`config.mk`:
```
export PLATFORM = sky130hd
export DESIGN_NAME = data_memory_arbiter
export DESIGN_NICKNAME = d
export VERILOG_FILES = /design/src/rtl/data_memory_arbiter.sv
export SDC_FILE = /design/constraint.sdc
export NUM_CORES = 1
export LEC_CHECK = 0
export ABC_CLOCK_PERIOD_IN_PS = 1200
export CAP_MARGIN = 25
export CORE_ASPECT_RATIO = 0.75
export CORE_MARGIN = 2
export CORE_UTILIZATION = 37
export DETAILED_ROUTE_END_ITERATION = 8
export GPL_TIMING_DRIVEN = 0
export MAX_ROUTING_LAYER = met4
export PLACE_DENSITY_LB_ADDON = 0.05
export RECOVER_POWER = 50
export SLEW_MARGIN = 30
export SYNTH_ARGS = -nofsm -noshare
export SYNTH_HDL_FRONTEND = slang
export SYNTH_SLANG_ARGS = --single-unit
```
`constraint.sdc`:
```
create_clock -name clk -period 1.2 [get_ports clk]
set_input_delay 0.12 -clock clk [delete_from_list [all_inputs] [get_ports clk]]
set_output_delay 0.12 -clock clk [all_outputs]
set_load 0.05 [all_outputs]
```
`src/rtl/data_memory_arbiter.sv`:
```
// Two-port round-robin arbiter in front of the single-port Data_Memory.
// Each transaction runs IDLE -> ACCESS -> RESP -> IDLE. The winner gets a
// one-cycle gnt in ACCESS, and a one-cycle rvalid (with err) in the IDLE
// cycle that follows RESP.
module data_memory_arbiter #(
  parameter int MEMORY_DEPTH = 64,
  parameter int DATA_WIDTH   = 32
) (
  input  logic                  clk,
  input  logic                  reset,
  input  logic                  req0,
  input  logic                  req1,
  input  logic                  we0,
  input  logic                  we1,
  input  logic [DATA_WIDTH-1:0] addr0,
  input  logic [DATA_WIDTH-1:0] addr1,
  input  logic [DATA_WIDTH-1:0] wdata0,
  input  logic [DATA_WIDTH-1:0] wdata1,
  output logic                  gnt0,
  output logic                  gnt1,
  output logic                  rvalid0,
  output logic                  rvalid1,
  output logic [DATA_WIDTH-1:0] rdata0,
  output logic [DATA_WIDTH-1:0] rdata1,
  output logic                  err0,
  output logic                  err1,
  output logic                  mem_enable,
  output logic [DATA_WIDTH-1:0] mem_address,
  output logic [DATA_WIDTH-1:0] mem_write_data,
  input  logic [DATA_WIDTH-1:0] mem_read_data
);

  // state  | meaning
  // IDLE   | waiting for a request; also the rvalid/err cycle of the previous transaction
  // ACCESS | winner's gnt high; address/data presented, write enabled if legal
  // RESP   | memory read data valid for the latched address; captured at the edge
  typedef enum logic [1:0] {ST_IDLE, ST_ACCESS, ST_RESP} state_t;

  localparam logic [DATA_WIDTH-1:0] DEPTH_W = DATA_WIDTH'(MEMORY_DEPTH);

  state_t                state_q, state_d;
  logic                  last_grant_q, last_grant_d;
  logic                  winner_q, winner_d;
  logic                  we_q, we_d;
  logic [DATA_WIDTH-1:0] addr_q, addr_d;
  logic [DATA_WIDTH-1:0] wdata_q, wdata_d;
  logic                  range_err_q, range_err_d;
  logic                  gnt0_q, gnt0_d, gnt1_q, gnt1_d;
  logic                  rvalid0_q, rvalid0_d, rvalid1_q, rvalid1_d;
  logic                  err0_q, err0_d, err1_q, err1_d;
  logic [DATA_WIDTH-1:0] rdata0_q, rdata0_d, rdata1_q, rdata1_d;

  logic                  pick;
  logic [DATA_WIDTH-1:0] resp_data;

  // Next-state, arbitration and registered-output computation
  always_comb begin
    state_d      = state_q;
    last_grant_d = last_grant_q;
    winner_d     = winner_q;
    we_d         = we_q;
    addr_d       = addr_q;
    wdata_d      = wdata_q;
    range_err_d  = range_err_q;
    gnt0_d       = 1'b0;
    gnt1_d       = 1'b0;
    rvalid0_d    = 1'b0;
    rvalid1_d    = 1'b0;
    err0_d       = 1'b0;
    err1_d       = 1'b0;
    rdata0_d     = rdata0_q;
    rdata1_d     = rdata1_q;
    // With both requesting, the port that did not win last time goes next.
    pick         = (req0 && req1) ? ~last_grant_q : req1;
    resp_data    = range_err_q ? '0 : mem_read_data;

    case (state_q)
      ST_IDLE: begin
        if (req0 || req1) begin
          winner_d     = pick;
          last_grant_d = pick;
          we_d         = pick ? we1 : we0;
          addr_d       = pick ? addr1 : addr0;
          wdata_d      = pick ? wdata1 : wdata0;
          range_err_d  = (pick ? addr1 : addr0) >= DEPTH_W;
          gnt0_d       = ~pick;
          gnt1_d       = pick;
          state_d      = ST_ACCESS;
        end
      end
      ST_ACCESS: state_d = ST_RESP;
      ST_RESP: begin
        state_d = ST_IDLE;
        if (winner_q) begin
          rdata1_d  = resp_data;
          rvalid1_d = 1'b1;
          err1_d    = range_err_q;
        end else begin
          rdata0_d  = resp_data;
          rvalid0_d = 1'b1;
          err0_d    = range_err_q;
        end
      end
      default: state_d = ST_IDLE;
    endcase
  end

  // State and output registers with synchronous active-low reset
  always_ff @(posedge clk) begin
    if (!reset) begin
      state_q      <= ST_IDLE;
      last_grant_q <= 1'b1;
      winner_q     <= 1'b0;
      we_q         <= 1'b0;
      addr_q       <= '0;
      wdata_q      <= '0;
      range_err_q  <= 1'b0;
      gnt0_q       <= 1'b0;
      gnt1_q       <= 1'b0;
      rvalid0_q    <= 1'b0;
      rvalid1_q    <= 1'b0;
      err0_q       <= 1'b0;
      err1_q       <= 1'b0;
      rdata0_q     <= '0;
      rdata1_q     <= '0;
    end else begin
      state_q      <= state_d;
      last_grant_q <= last_grant_d;
      winner_q     <= winner_d;
      we_q         <= we_d;
      addr_q       <= addr_d;
      wdata_q      <= wdata_d;
      range_err_q  <= range_err_d;
      gnt0_q       <= gnt0_d;
      gnt1_q       <= gnt1_d;
      rvalid0_q    <= rvalid0_d;
      rvalid1_q    <= rvalid1_d;
      err0_q       <= err0_d;
      err1_q       <= err1_d;
      rdata0_q     <= rdata0_d;
      rdata1_q     <= rdata1_d;
    end
  end

  // Memory-side drive; the write strobe is also gated by reset so a reset
  // landing on the ACCESS edge cannot commit the write.
  always_comb begin
    mem_enable     = (state_q == ST_ACCESS) && we_q && !range_err_q && reset;
    mem_address    = addr_q;
    mem_write_data = wdata_q;
  end

  assign gnt0    = gnt0_q;
  assign gnt1    = gnt1_q;
  assign rvalid0 = rvalid0_q;
  assign rvalid1 = rvalid1_q;
  assign err0    = err0_q;
  assign err1    = err1_q;
  assign rdata0  = rdata0_q;
  assign rdata1  = rdata1_q;

endmodule

```
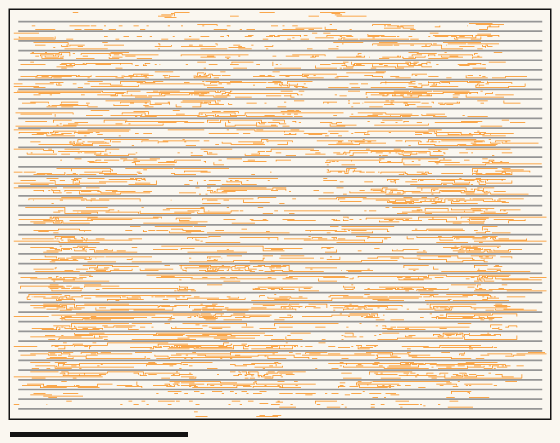
Figure 1: the metal 1 layer.
The bar under the picture is 50 um long. Supply wires on this layer in grey.
wire length on this layer: 9400 um
main direction: horizontal
longest straight run: 39.6 um
share of all routed wire: 40%
nets with wire on the layer: 1069
final WL: 23320 um
met1 Resource Use GR: 30.40%
via count: 6319

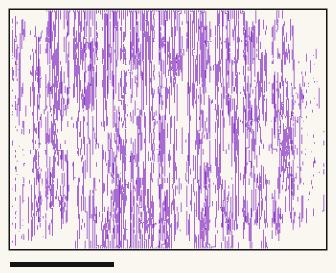
Figure 2: signal wires on met2.
The bar under the picture is 50 um long.
nets with wire on the layer: 1095
main direction: vertical

==> impl_metrics.yaml <==
# synthesis and place-and-route metrics
hold_path:
  min_path_cells: 2
  whs_endpoint: "state_q[1]"
final_layout:
  drive_gt1_share_pct: 42.02
  ff_count: 140
  clock_buffers: 19
  clkCellAreaFrac_pct: 5.164
  buffers: 416
  seq_area_um2: 2815
outcome:
  outcome: "complete, but fails checks"
  violations: "setup timing"
clock_network:
  clkSlewWorstSetupHoldPaths_ps: 60
  cts_tree: "built"
  cts_buffer_depth: 2
  hold_buffers: 0
synth:
  top_area_share_pct: 46.31
  ys_async_sr_fraction_pct: 0
  syn_avg_cell_area_um2: 9.184
die:
  fp.dieH_um: 114.8
sta:
  setup_viol: 138
  period_needed_ps: 1518
  fin_worst_skew_ps: 6.421
  setup_ws_ps: -318.4
placement:
  dp_slack_ps: -883.7
  place.gp.congestion: 0.8738
power_and_ir_drop:
  switchingPower_w: 0.004835
setup_path:
  cp.required_ps: 1080
  crit_path_end: "mem_enable"
  worstPathBufferInverterCount: 2
  worstPathCellList: "clkbuf_8 > and3b_2 > buf_8"
logic make-up after synthesis:
logic type / Yosys count / synth area share (%)
simple gates: 262 / 19.37
flops: 140 / 46.31
compound gates: 136 / 19.41
mux: 65 / 10.75
buf+inv: 56 / 4.155
per-layer routing:
layer	wire (um)	GRT usage [%]	share of wire (%)	vias to the layer above
li1	-	-	-	3041
met1	9396	30.40	40	3047
met2	12070	44.29	52	206
met3	1530	7.222	6.6	25
met4	325	6.543	1.4	0
met5	0	-	0	-
what timing repair did:
item	CTS	global route
gates cloned	19	7
buffers inserted	27	16
pin swaps	25	83
endpoints found under the setup margin	273	159
resized	888	288
